===== config.mk =====
export PLATFORM = sky130hd
export DESIGN_NAME = mem_access_unit
export DESIGN_NICKNAME = d
export VERILOG_FILES = /design/src/rtl/mem_access_unit.sv
export SDC_FILE = /design/constraint.sdc
export NUM_CORES = 1
export LEC_CHECK = 0
export ABC_CLOCK_PERIOD_IN_PS = 4600
export CAP_MARGIN = 15
export CORE_ASPECT_RATIO = 0.6
export CORE_MARGIN = 2
export CORE_UTILIZATION = 40
export CTS_BUF_LIST = sky130_fd_sc_hd__clkbuf_8
export DETAILED_ROUTE_END_ITERATION = 8
export GPL_ROUTABILITY_DRIVEN = 1
export HOLD_SLACK_MARGIN = 0.03
export PLACE_DENSITY_LB_ADDON = 0.2
export SLEW_MARGIN = 20
export SYNTH_ARGS = -nofsm -noshare
export SYNTH_HDL_FRONTEND = slang
export SYNTH_SLANG_ARGS = --single-unit

===== constraint.sdc =====
create_clock -name clk -period 4.6 [get_ports clk]
set_clock_uncertainty 0.1 [all_clocks]
set_input_delay 1.38 -clock clk [delete_from_list [all_inputs] [get_ports clk]]
set_output_delay 1.38 -clock clk [all_outputs]
set_load 0.03 [all_outputs]

===== src/rtl/mem_access_unit.sv =====
// ============================================================================
// Module  : mem_access_unit
// Brief   : MEM-stage load/store unit: byte-addressed loads/stores onto a
//           word-addressed DataMemory, with RMW for sub-word stores.
// Revision: 1.0 - initial release
// ============================================================================
`default_nettype none

module mem_access_unit #(
    parameter int MEM_DEPTH = 32
) (
    input  logic        clk,
    input  logic        rst,
    input  logic        in_valid,
    output logic        in_ready,
    input  logic        in_mem_read,
    input  logic        in_mem_write,
    input  logic [1:0]  in_size,
    input  logic        in_unsigned,
    input  logic [31:0] in_addr,
    input  logic [31:0] in_wdata,
    input  logic [4:0]  in_rd,
    input  logic        in_reg_write,
    output logic [1:0]  mem_rw,
    output logic [31:0] mem_addr,
    output logic [31:0] mem_wdata,
    input  logic [31:0] mem_rdata,
    output logic        out_valid,
    output logic [31:0] out_data,
    output logic [4:0]  out_rd,
    output logic        out_reg_write,
    output logic        out_fault
);

    typedef enum logic [2:0] {
        S_IDLE   = 3'd0,
        S_LOAD   = 3'd1,
        S_STORE  = 3'd2,
        S_RMW_RD = 3'd3,
        S_RMW_WR = 3'd4
    } state_t;

    localparam logic [1:0]  c_rw_idle   = 2'b00;
    localparam logic [1:0]  c_rw_write  = 2'b01;
    localparam logic [1:0]  c_rw_read   = 2'b10;
    localparam logic [1:0]  c_size_byte = 2'b00;
    localparam logic [1:0]  c_size_half = 2'b01;
    localparam logic [1:0]  c_size_word = 2'b10;
    localparam logic [31:0] c_mem_depth = 32'(MEM_DEPTH);

    state_t      r_state;
    logic [31:0] r_addr;
    logic [31:0] r_wdata;
    logic [31:0] r_word;
    logic [1:0]  r_size;
    logic        r_unsigned;
    logic [4:0]  r_rd;
    logic        r_reg_write;

    logic        w_accept;
    logic        w_mem_op;
    logic        w_fault;
    logic [31:0] w_word_addr;

    assign in_ready    = (r_state == S_IDLE);
    assign w_accept    = in_valid & in_ready;
    assign w_mem_op    = in_mem_read | in_mem_write;
    assign w_word_addr = {2'b00, r_addr[31:2]};

    // Faults only apply to memory ops; ALU results pass through untouched.
    assign w_fault = w_mem_op & ((in_size == 2'b11) |
                                 ((in_size == c_size_half) & in_addr[0]) |
                                 ((in_size == c_size_word) & (in_addr[1:0] != 2'b00)) |
                                 (in_mem_read & in_mem_write) |
                                 ({2'b00, in_addr[31:2]} >= c_mem_depth));

    function automatic logic [31:0] f_extract(input logic [31:0] word, input logic [1:0] lane,
                                              input logic [1:0] size, input logic uns);
        logic [7:0]  b;
        logic [15:0] h;
        logic [31:0] res;
        case (lane)
            2'd0:    b = word[7:0];
            2'd1:    b = word[15:8];
            2'd2:    b = word[23:16];
            default: b = word[31:24];
        endcase
        h = lane[1] ? word[31:16] : word[15:0];
        case (size)
            c_size_byte: res = uns ? {24'b0, b} : {{24{b[7]}}, b};
            c_size_half: res = uns ? {16'b0, h} : {{16{h[15]}}, h};
            default:     res = word;
        endcase
        return res;
    endfunction

    function automatic logic [31:0] f_merge(input logic [31:0] word, input logic [31:0] wdata,
                                            input logic [1:0] lane, input logic [1:0] size);
        logic [31:0] res;
        res = word;
        if (size == c_size_byte) begin
            case (lane)
                2'd0:    res[7:0]   = wdata[7:0];
                2'd1:    res[15:8]  = wdata[7:0];
                2'd2:    res[23:16] = wdata[7:0];
                default: res[31:24] = wdata[7:0];
            endcase
        end else if (lane[1]) begin
            res[31:16] = wdata[15:0];
        end else begin
            res[15:0] = wdata[15:0];
        end
        return res;
    endfunction

    always_comb begin
        mem_rw    = c_rw_idle;
        mem_addr  = 32'b0;
        mem_wdata = 32'b0;
        case (r_state)
            S_LOAD, S_RMW_RD: begin
                mem_rw   = c_rw_read;
                mem_addr = w_word_addr;
            end
            S_STORE: begin
                mem_rw    = c_rw_write;
                mem_addr  = w_word_addr;
                mem_wdata = r_wdata;
            end
            S_RMW_WR: begin
                mem_rw    = c_rw_write;
                mem_addr  = w_word_addr;
                mem_wdata = r_word;
            end
            default: ;
        endcase
    end

    always_ff @(posedge clk or negedge rst) begin
        if (!rst) begin
            r_state       <= S_IDLE;
            r_addr        <= 32'b0;
            r_wdata       <= 32'b0;
            r_word        <= 32'b0;
            r_size        <= 2'b00;
            r_unsigned    <= 1'b0;
            r_rd          <= 5'b0;
            r_reg_write   <= 1'b0;
            out_valid     <= 1'b0;
            out_data      <= 32'b0;
            out_rd        <= 5'b0;
            out_reg_write <= 1'b0;
            out_fault     <= 1'b0;
        end else begin
            out_valid <= 1'b0;
            case (r_state)
                S_IDLE: begin
                    if (w_accept) begin
                        r_addr      <= in_addr;
                        r_wdata     <= in_wdata;
                        r_size      <= in_size;
                        r_unsigned  <= in_unsigned;
                        r_rd        <= in_rd;
                        r_reg_write <= in_reg_write;
                        if (w_fault) begin
                            out_valid     <= 1'b1;
                            out_data      <= 32'b0;
                            out_rd        <= in_rd;
                            out_reg_write <= 1'b0;
                            out_fault     <= 1'b1;
                        end else if (in_mem_read) begin
                            r_state <= S_LOAD;
                        end else if (in_mem_write) begin
                            r_state <= (in_size == c_size_word) ? S_STORE : S_RMW_RD;
                        end else begin
                            out_valid     <= 1'b1;
                            out_data      <= in_addr;
                            out_rd        <= in_rd;
                            out_reg_write <= in_reg_write;
                            out_fault     <= 1'b0;
                        end
                    end
                end
                S_LOAD: begin
                    r_state       <= S_IDLE;
                    out_valid     <= 1'b1;
                    out_data      <= f_extract(mem_rdata, r_addr[1:0], r_size, r_unsigned);
                    out_rd        <= r_rd;
                    out_reg_write <= r_reg_write;
                    out_fault     <= 1'b0;
                end
                S_RMW_RD: begin
                    r_state <= S_RMW_WR;
                    r_word  <= f_merge(mem_rdata, r_wdata, r_addr[1:0], r_size);
                end
                S_STORE, S_RMW_WR: begin
                    r_state       <= S_IDLE;
                    out_valid     <= 1'b1;
                    out_data      <= r_addr;
                    out_rd        <= r_rd;
                    out_reg_write <= 1'b0;
                    out_fault     <= 1'b0;
                end
                default: r_state <= S_IDLE;
            endcase
        end
    end

endmodule

`default_nettype wire

**Clock network drawn from the DEF**

Drawn at 3 px/um.
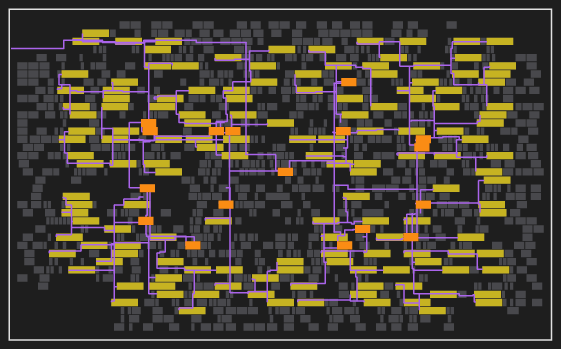
- purple: clock wires (length 1940 um)
- yellow: flip-flops (count 148)
- orange: clock-net drivers (count 17)
- routed clock nets: 18
clock network fraction of total power: 0.316
clock distribution power: 950 uW
Insertion Delay late pin: 450 ps

**M1 wires**

Drawn at 2 px/um. Supply wires on this layer in gray.
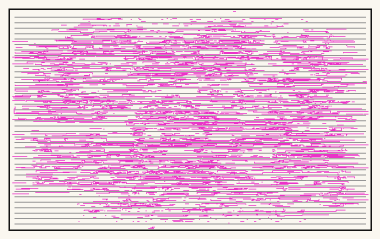
- wire length on this layer: 12700 um
- longest straight run: 78.2 um
vias: 7260
DRT Wirelength: 27000 um
grt met1 use: 0.415

**Clock wiring as the flow saved it**

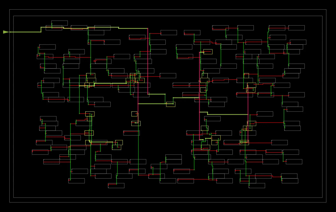
clkbuf count: 17
registers: 148
clock sinks: 148

==> Slide: Implementation Results <==
Synthesis and Place & Route Summary

Floorplanning
  – Die W: 180 um
  – IO Count: 217

Yosys
  – Cell variety after synth: 46
  – Area leader share: 0.497
  – Synth warnings: 0

Clocking
  – Post-CTS Setup Inserts: 0
  – Cts hold-fix bufs: 0
  – Root Buffer: clkbuf_8

Setup path
  – Reg2Reg Setup Slack: 1880 ps
  – Crit path max fanout: 30
  – Worst Reg-to-Reg Cells: 5
  – Worst Setup EP: mem_addr[19]
  – CP endpoint kind: output pin
  – Worst path bufs/invs: 1
  – R2R Path End: out_data[16]$_DFFE_PN0P_

Timing
  – Unrepaired setup endpoints after global routing: no
  – Sum Neg Setup Slack: 0 ps
  – Minimum hold slack: 380 ps

Power and ir drop
  – Switching part of the total: 0.328
  – Leak Pwr: 0.00449 uW
  – P_comb: 575 uW

Job
  – Maxcap violations: 0

Placement
  – Placed instance area: 9790 um^2
  – Placed cells: 1255

Layout
  – Top logic cells by instance count in the layout: 284 x nand2_1, 213 x clkdlybuf4s50_1, 148 x dfrtp_1
  – Fillcell total: 1675

Status
  – Status: completed

Routing
  – Top Layer Used: met4
Power figures rest on the tool's default switching activity, not on a simulated workload.
